**config.mk**
```make
export PLATFORM = sky130hd
export DESIGN_NAME = pocket_pad_arbiter
export DESIGN_NICKNAME = d
export VERILOG_FILES = /design/src/rtl/pocket_pad_arbiter.sv
export SDC_FILE = /design/constraint.sdc
export NUM_CORES = 1
export LEC_CHECK = 0
export CORE_MARGIN = 4
export CORE_UTILIZATION = 30
export DETAILED_ROUTE_END_ITERATION = 7
export GPL_ROUTABILITY_DRIVEN = 1
export MAX_ROUTING_LAYER = met4
export PLACE_DENSITY = 0.52
export SYNTH_ARGS = -nofsm -noshare
export SYNTH_HDL_FRONTEND = slang
export SYNTH_SLANG_ARGS = --single-unit
```
**constraint.sdc**
```tcl
create_clock -name iCLK -period 4.4 [get_ports iCLK]
set_clock_uncertainty 0.15 [all_clocks]
set_input_delay 0.88 -clock iCLK [delete_from_list [all_inputs] [get_ports iCLK]]
set_output_delay 0.88 -clock iCLK [all_outputs]
set_load 0.01 [all_outputs]
```
**src/rtl/pocket_pad_arbiter.sv**
```systemverilog
// Arbitrates the four Pocket controller key words onto one player-input path.
// First active port wins after a lock-in; ownership ends on idle timeout, Select+Start takeover or force.
module pocket_pad_arbiter #(
    parameter int LOCK_CYCLES  = 4,
    parameter int CNT_W        = 24,
    parameter int IDLE_TIMEOUT = 12000000
) (
    input  logic        iCLK,
    input  logic        iRST,
    input  logic [31:0] iJOY1,
    input  logic [31:0] iJOY2,
    input  logic [31:0] iJOY3,
    input  logic [31:0] iJOY4,
    input  logic        iFORCE_EN,
    input  logic [1:0]  iFORCE_SEL,
    output logic [31:0] oJOY,
    output logic [1:0]  oOWNER,
    output logic        oOWNED,
    output logic        oSWITCH
);

    typedef enum logic [1:0] {
        ST_IDLE   = 2'd0,
        ST_LOCK   = 2'd1,
        ST_OWNED  = 2'd2,
        ST_FORCED = 2'd3
    } state_t;

    localparam logic [CNT_W-1:0] LOCK_LAST = CNT_W'(LOCK_CYCLES - 1);
    localparam logic [CNT_W-1:0] IDLE_LAST = CNT_W'(IDLE_TIMEOUT - 1);

    // Descending scan so the nearest set index after 'last' is the final assignment.
    function automatic logic [1:0] rr_pick(input logic [3:0] mask, input logic [1:0] last);
        logic [1:0] idx;
        logic [1:0] sel;
        sel = last;
        for (int i = 4; i >= 1; i--) begin
            idx = last + 2'(i);
            sel = mask[idx] ? idx : sel;
        end
        return sel;
    endfunction

    state_t           state_q, state_d;
    logic [1:0]       cand_q, cand_d;
    logic [1:0]       last_owner_q, last_owner_d;
    logic [1:0]       owner_q, owner_d;
    logic [CNT_W-1:0] lock_cnt_q, lock_cnt_d;
    logic [CNT_W-1:0] idle_cnt_q, idle_cnt_d;
    logic [31:0]      joy_q, joy_d;
    logic             owned_q, owned_d;
    logic             switch_q, switch_d;

    logic [31:0]      joy_s [4];
    logic [3:0]       active_s;
    logic [3:0]       req_s;
    logic [3:0]       owner_oh_s;
    logic [3:0]       takeover_mask_s;

    assign joy_s[0] = iJOY1;
    assign joy_s[1] = iJOY2;
    assign joy_s[2] = iJOY3;
    assign joy_s[3] = iJOY4;

    // Per-port activity and Select+Start request decode
    always_comb begin
        for (int n = 0; n < 4; n++) begin
            active_s[n] = |joy_s[n][15:0];
            req_s[n]    = joy_s[n][14] & joy_s[n][15];
        end
        owner_oh_s      = 4'b0001 << owner_q;
        takeover_mask_s = req_s & ~owner_oh_s;
    end

    // Next-state and next-output logic
    always_comb begin
        state_d      = state_q;
        cand_d       = cand_q;
        last_owner_d = last_owner_q;
        owner_d      = owner_q;
        lock_cnt_d   = lock_cnt_q;
        idle_cnt_d   = idle_cnt_q;
        joy_d        = 32'h0000_0000;
        switch_d     = 1'b0;

        if (iFORCE_EN) begin
            state_d      = ST_FORCED;
            owner_d      = iFORCE_SEL;
            last_owner_d = iFORCE_SEL;
            lock_cnt_d   = {CNT_W{1'b0}};
            idle_cnt_d   = {CNT_W{1'b0}};
            joy_d        = joy_s[iFORCE_SEL];
        end else begin
            case (state_q)
                ST_IDLE: begin
                    if (|active_s) begin
                        cand_d     = rr_pick(active_s, last_owner_q);
                        lock_cnt_d = {CNT_W{1'b0}};
                        state_d    = ST_LOCK;
                    end else begin
                        state_d    = ST_IDLE;
                    end
                end
                ST_LOCK: begin
                    if (!active_s[cand_q]) begin
                        state_d      = ST_IDLE;
                    end else if (lock_cnt_q == LOCK_LAST) begin
                        state_d      = ST_OWNED;
                        owner_d      = cand_q;
                        last_owner_d = cand_q;
                        idle_cnt_d   = {CNT_W{1'b0}};
                        switch_d     = 1'b1;
                        joy_d        = joy_s[cand_q];
                    end else begin
                        lock_cnt_d   = lock_cnt_q + CNT_W'(1);
                    end
                end
                ST_OWNED: begin
                    if (active_s[owner_q]) begin
                        idle_cnt_d = {CNT_W{1'b0}};
                        joy_d      = joy_s[owner_q];
                    end else if (|takeover_mask_s) begin
                        // Takeover outranks a timeout landing on the same cycle.
                        cand_d     = rr_pick(takeover_mask_s, last_owner_q);
                        lock_cnt_d = {CNT_W{1'b0}};
                        state_d    = ST_LOCK;
                    end else if (idle_cnt_q == IDLE_LAST) begin
                        state_d    = ST_IDLE;
                    end else begin
                        idle_cnt_d = idle_cnt_q + CNT_W'(1);
                        joy_d      = joy_s[owner_q];
                    end
                end
                ST_FORCED: begin
                    state_d    = ST_IDLE;
                    lock_cnt_d = {CNT_W{1'b0}};
                    idle_cnt_d = {CNT_W{1'b0}};
                end
                default: begin
                    state_d    = ST_IDLE;
                    lock_cnt_d = {CNT_W{1'b0}};
                    idle_cnt_d = {CNT_W{1'b0}};
                end
            endcase
        end

        owned_d = (state_d == ST_OWNED) || (state_d == ST_FORCED);
    end

    // State, counter and output registers
    always_ff @(posedge iCLK or posedge iRST) begin
        if (iRST) begin
            state_q      <= ST_IDLE;
            cand_q       <= 2'd0;
            last_owner_q <= 2'd3;
            owner_q      <= 2'd0;
            lock_cnt_q   <= {CNT_W{1'b0}};
            idle_cnt_q   <= {CNT_W{1'b0}};
            joy_q        <= 32'h0000_0000;
            owned_q      <= 1'b0;
            switch_q     <= 1'b0;
        end else begin
            state_q      <= state_d;
            cand_q       <= cand_d;
            last_owner_q <= last_owner_d;
            owner_q      <= owner_d;
            lock_cnt_q   <= lock_cnt_d;
            idle_cnt_q   <= idle_cnt_d;
            joy_q        <= joy_d;
            owned_q      <= owned_d;
            switch_q     <= switch_d;
        end
    end

    assign oJOY    = joy_q;
    assign oOWNER  = owner_q;
    assign oOWNED  = owned_q;
    assign oSWITCH = switch_q;

endmodule

```
Figure 1. Drive-strength map (run 1).
Drawn at 1.5 px/um.
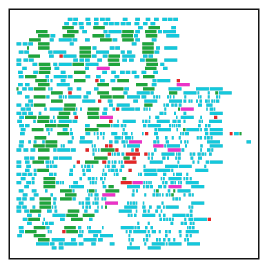
legend:
  _3 and _4 cells:
    colour: red
    cells: 27
  _0 and _1 cells:
    colour: cyan
    cells: 691
  _6 and larger:
    colour: magenta
    cells: 11
  _2 cells:
    colour: green
    cells: 118

Figure 2. Cells coloured by class (run 1).
Drawn at 3 px/um.
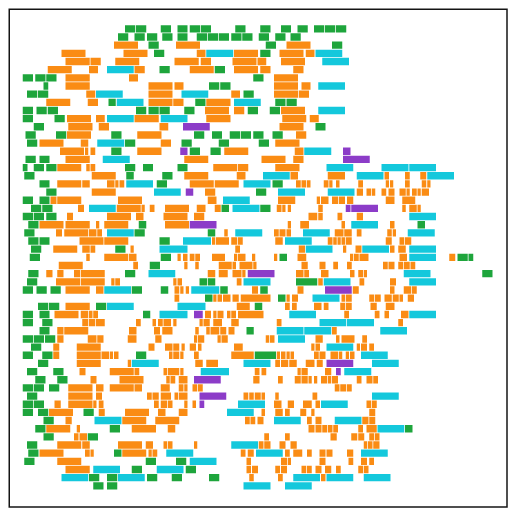
legend:
  other buffers and delay cells:
    colour: green
    cells: 189
    share_of_their_area: 20%
  flops:
    colour: cyan
    cells: 90
    share_of_their_area: 24%
  combinational and other logic:
    colour: orange
    cells: 552
    share_of_their_area: 53%
  clock drivers and dummy loads:
    colour: purple
    cells: 16
    share_of_their_area: 2.9%

Figure 3. Clock nets (run 1).
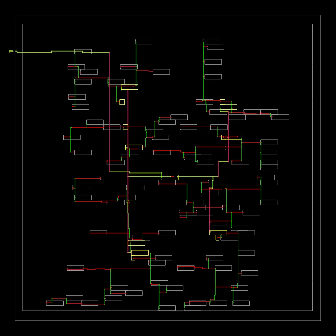
clkbuf count: 9
CTS Buf Count: 9
flop count: 90
CTS Sinks: 90
Clock net power: 738 uW

Figure 4. Wire density map (run 1).
Drawn at 2 px/um. 33 x 33 tiles, from dark purple (low) to yellow (high), scaled to the fullest tile. Values are wire area over tile area, all layers added.
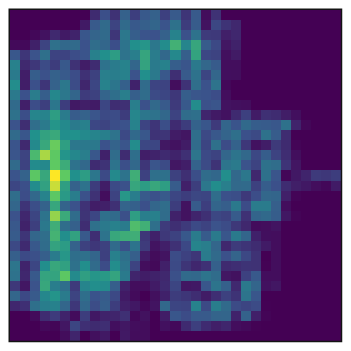
tiles over half the peak: 5.7%
nearly empty tiles: 25%
fullest tile: 0.71
densest ninth of the die: middle left
mean over tiles: 0.14
emptiest ninth of the die: upper right

==> impl_metrics.py, run 1 <==
# Auto-generated metrics
metrics = {
    "critical_path": {
        "cp_num_buf_inv": 2,
        "path_cells": "clkdlybuf4s50_1 > nor4_1 > nand4_1 > o22ai_1 > or3_1 > a31oi_4 > buf_12 > or4b_1 > a21oi_1",
        "timing.rr.start": "oOWNER[1]$_DFFE_PP0P_",
        "setup.worst_path.end_class": "flop",
        "critPathLaunch": "iJOY3[0]",
        "worst-r2r-cell-count": 9,
        "regToRegSetupSlack_ns": 1.56,
        "reg2reg_to": "idle_cnt_q[13]$_DFFE_PP0P_",
        "critPathSlowestCell": "nor4_1",
        "worstPathRequired_ns": 4.53,
        "cp.arrival_ns": 3.92,
        "crit_fanout": 44,
        "critPathKind": "input pin to flop",
        "critical_path.endpoint": "lock_cnt_q[22]$_DFFE_PP0P_",
    },
    "hold_path": {
        "min_to": "idle_cnt_q[23]$_DFFE_PP0P_",
        "hp-class": "flop to flop",
        "whs_path_depth": 1,
    },
    "finish": {
        "antenna_cells": 2,
        "finalInstanceArea_um2": 9740,
        "inverters_excl_clock": 16,
        "fin_util_pct": 40.1,
        "flop_area_um2": 2260,
        "finalNonFillerCells": 1173,
        "sh_comb_area_pct": 50.2,
        "comb_area_um2": 4890,
        "fillers": 2356,
        "lay_top_count": "clkdlybuf4s50_1",
        "largestClassByArea": "combinational gates",
        "drive_gt1_share_pct": 18.4,
        "comb_cells": 536,
    },
    "yosys": {
        "synthCells": 700,
        "numSynthFlops": 90,
        "ys_seq_share_pct": 30.3,
        "ys_sh_adder_pct": 1.01,
        "netlist.area_leader.share_pct": 29.6,
        "yosys.area_share.simple_pct": 16.4,
        "edf_count": 0,
        "yosys_cells": 700,
        "ys_sh_mux_pct": 29.2,
        "synthDistinctLibCells": 56,
        "ys_chip_area_um2": 7430,
        "syn_area_per_cell_um2": 10.6,
        "ys_top_logic_family": "multiplexers",
        "aoi_share_pct": 19.1,
        "most_common_cell": "mux4_2",
        "synthFlopType": "dfrtp_1",
        "fp_nets": 839,
        "yosys-top-cells-area": "dfrtp_1 30%, mux4_2 29%, o21ai_0 5.0%",
    },
    "sta": {
        "finalHoldWorstSlack_ns": 0.342,
        "finalCriticalPeriod_ns": 3.79,
        "rsz0062_at_grt": "false",
        "hold_violations": 0,
        "worst_slack_ns": 0.608,
        "finalSetupViolations": 0,
        "maxSlewHeadroom_pct": 47.1,
    },
    "die": {
        "chipHeight_um": 165,
        "dieArea_um2": 27400,
        "rows": 57,
        "die_x_um": 165,
        "core_util_floorplan_pct": 30.6,
    },
    "job": {
        "max-cap-violations": 0,
        "log.warning_count": 29,
    },
    "detailed_routing": {
        "drc": 0,
        "postRouteWirelength_um": 24600,
        "routedWlPerCell_um": 20.9,
        "antenna_left": 0,
        "viasPerCell": 5.81,
        "routed-wl-met3_um": 1680,
    },
    "run_status": {
        "status": "complete, no violations",
    },
    "cts": {
        "cts_tree": "done",
        "hold_buffers": 0,
        "cts_resized": 0,
        "cts_setup_buffers": 0,
        "clk_pin_slew_ns": 0.07,
        "clk_path_buf_depth": 2,
    },
    "power": {
        "power_frac_seq_pct": 32.7,
        "swShare_pct": 33.5,
        "worst_ir_drop_vdd_mv": 0.144,
        "power_uw": 2900,
        "p_int_uw": 1920,
        "power_leader": "combinational cells",
        "pwr-share-comb_pct": 41.8,
        "pg_seq_uw": 946,
        "clockPowerShare_pct": 25.5,
    },
    "global_route": {
        "busiest_layer": "met2",
        "antenna_found_initial": 2,
        "grt_util_all_layers_pct": 18.7,
        "grt-ovfl-total": 0,
        "grt_pass1_vias": 6875,
        "grt_max_degree": 49,
        "met2_usage_pct": 29.5,
    },
    "placement": {
        "place_inst": 1155,
        "place.gp.congestion": 0.841,
        "place.port_buffers": 168,
    },
}
==> inputs of run 2 (changes only) <==
Settings changed: CAP_MARGIN from default to 0.
Figure 5. Clock nets (run 2).
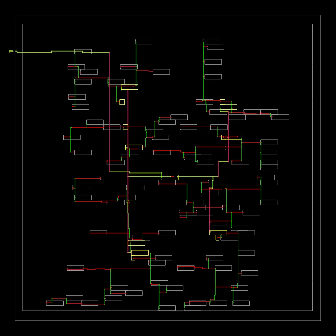
Late-Pin Clk Latency: 0.35 ns

Figure 6. The metal 3 layer (run 2).
Drawn at 2 px/um. Cells faint in the background.
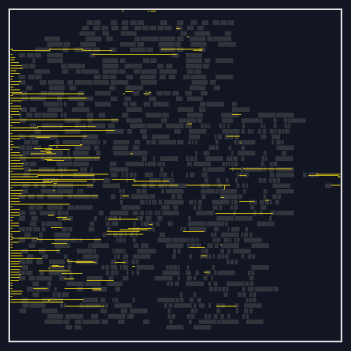
nets with wire on the layer: 147
wire length on this layer: 1680 um
share of all routed wire: 6.8%
main direction: horizontal

==> impl_metrics.py, run 2 <==
# Auto-generated metrics
metrics = {
    "global_route": {
        "antenna_found_initial": 2,
        "grt_max_degree": 49,
        "use_met1_pct": 23.9,
        "grt_pass1_vias": 6875,
        "met3_usage_pct": 4.37,
        "grt-ovfl-total": 0,
        "busiest_layer": "met2",
        "grt_pass1_wl_um": 39000,
        "met2_usage_pct": 29.5,
        "grt_util_all_layers_pct": 18.7,
    },
    "finish": {
        "fillers": 2356,
        "ff_count": 90,
        "inverters_excl_clock": 16,
        "lay_top_count": "clkdlybuf4s50_1",
        "seq_area_share_pct": 23.2,
        "drive_gt1_share_pct": 18.4,
        "finalInstanceArea_um2": 9740,
        "fin_util_pct": 40.1,
        "final_nets": 981,
        "nClkBuffers": 9,
        "antenna_cells": 2,
        "largestClassByArea": "combinational gates",
        "sh_comb_area_pct": 50.2,
        "flop_area_um2": 2260,
        "area_growth_pct": 31.1,
        "clock_area_share_pct": 2.79,
        "comb_cells": 536,
        "comb_area_um2": 4890,
        "finalNonFillerCells": 1173,
    },
    "power": {
        "p_int_uw": 1920,
        "clockPowerShare_pct": 25.5,
        "worst_ir_drop_vdd_mv": 0.144,
        "swShare_pct": 33.5,
        "power_leader": "combinational cells",
        "p_sw_uw": 971,
        "pg_seq_uw": 946,
        "power_frac_seq_pct": 32.7,
        "power_uw": 2900,
        "power_clock_uw": 738,
        "pwr-share-comb_pct": 41.8,
    },
    "cts": {
        "hold_buffers": 0,
        "cts_root_buf": "clkbuf_16",
        "cts_sinks": 90,
        "clk_path_buf_depth": 2,
        "cts_tree": "done",
        "cts_setup_buffers": 0,
        "numCtsBuffers": 9,
        "clk_pin_slew_ns": 0.07,
        "cts_resized": 0,
    },
    "placement": {
        "place_inst": 1155,
        "dpl.hpwl_um": 17600,
        "place.gp.congestion": 0.841,
        "place.port_buffers": 168,
    },
    "yosys": {
        "ys_sh_mux_pct": 29.2,
        "synthXorXnorAreaFrac_pct": 0,
        "most_common_cell": "mux4_2",
        "ys_seq_share_pct": 30.3,
        "edf_count": 0,
        "synthCells": 700,
        "synthDistinctLibCells": 56,
        "ys_chip_area_um2": 7430,
        "synthFlopType": "dfrtp_1",
        "netlist.area_leader.share_pct": 29.6,
        "common_cells": "96 x mux4_2, 88 x dfrtp_1, 75 x o21ai_0",
        "aoi_share_pct": 19.1,
        "yosys-top-cells-area": "dfrtp_1 30%, mux4_2 29%, o21ai_0 5.0%",
        "synthesis.area_um2": 7430,
        "syn_area_per_cell_um2": 10.6,
        "numSynthFlops": 90,
        "ys_top_logic_family": "multiplexers",
        "yosys_cells": 700,
        "ys_sh_adder_pct": 1.01,
        "yosys_warnings": 0,
        "fp_nets": 839,
        "yosys.area_share.simple_pct": 16.4,
    },
    "die": {
        "dieArea_um2": 27400,
        "rows": 57,
        "coreArea_um2": 24300,
        "tap_cells": 324,
        "chipHeight_um": 165,
        "die_x_um": 165,
        "core_util_floorplan_pct": 30.6,
    },
    "job": {
        "log.warning_count": 29,
        "max-cap-violations": 0,
    },
    "sta": {
        "finalSetupViolations": 0,
        "setup_tns_ns": 0,
        "finalCriticalPeriod_ns": 3.79,
        "worstMarginPinSlew_ns": 0.786,
        "maxSlewHeadroom_pct": 47.1,
        "slew_viol_final": 0,
        "hold_violations": 0,
        "worst_slack_ns": 0.608,
        "finalHoldWorstSlack_ns": 0.342,
        "fin_crit_sh_pct": 86.2,
        "rsz0062_at_grt": "false",
    },
    "critical_path": {
        "path_cells": "clkdlybuf4s50_1 > nor4_1 > nand4_1 > o22ai_1 > or3_1 > a31oi_4 > buf_12 > or4b_1 > a21oi_1",
        "cp_top_family": "simple AND/OR/NAND/NOR gates",
        "cp.arrival_ns": 3.92,
        "critPathLaunch": "iJOY3[0]",
        "cp_num_cells": 9,
        "worstSetupStartpointType": "input pin",
        "worstPathRequired_ns": 4.53,
        "timing.rr.start": "oOWNER[1]$_DFFE_PP0P_",
        "critPathSlowestCell": "nor4_1",
        "regToRegSetupSlack_ns": 1.56,
        "critPathKind": "input pin to flop",
        "crit_fanout": 44,
        "setup.worst_path.end_class": "flop",
        "reg2reg_to": "idle_cnt_q[13]$_DFFE_PP0P_",
        "cp_num_buf_inv": 2,
        "critical_path.endpoint": "lock_cnt_q[22]$_DFFE_PP0P_",
        "slowest_delay_ns": 0.62,
        "worst-r2r-cell-count": 9,
    },
    "detailed_routing": {
        "met1Wirelength_um": 10400,
        "wl_met2_um": 12000,
        "viasPerCell": 5.81,
        "drc": 0,
        "dr.pass1.iters": 5,
        "postRouteWirelength_um": 24600,
        "drtIter0Drc": 394,
        "maxUsedRoutingLayer": "met4",
        "routed-wl-met3_um": 1680,
        "routedWlPerCell_um": 20.9,
        "antenna_left": 0,
    },
    "hold_path": {
        "whs_path_depth": 1,
        "min_to": "idle_cnt_q[23]$_DFFE_PP0P_",
        "hp-class": "flop to flop",
        "hold_path_startpoint": "idle_cnt_q[23]$_DFFE_PP0P_",
    },
    "run_status": {
        "status": "complete, no violations",
    },
}
Power is estimated from default activity; no workload was simulated.
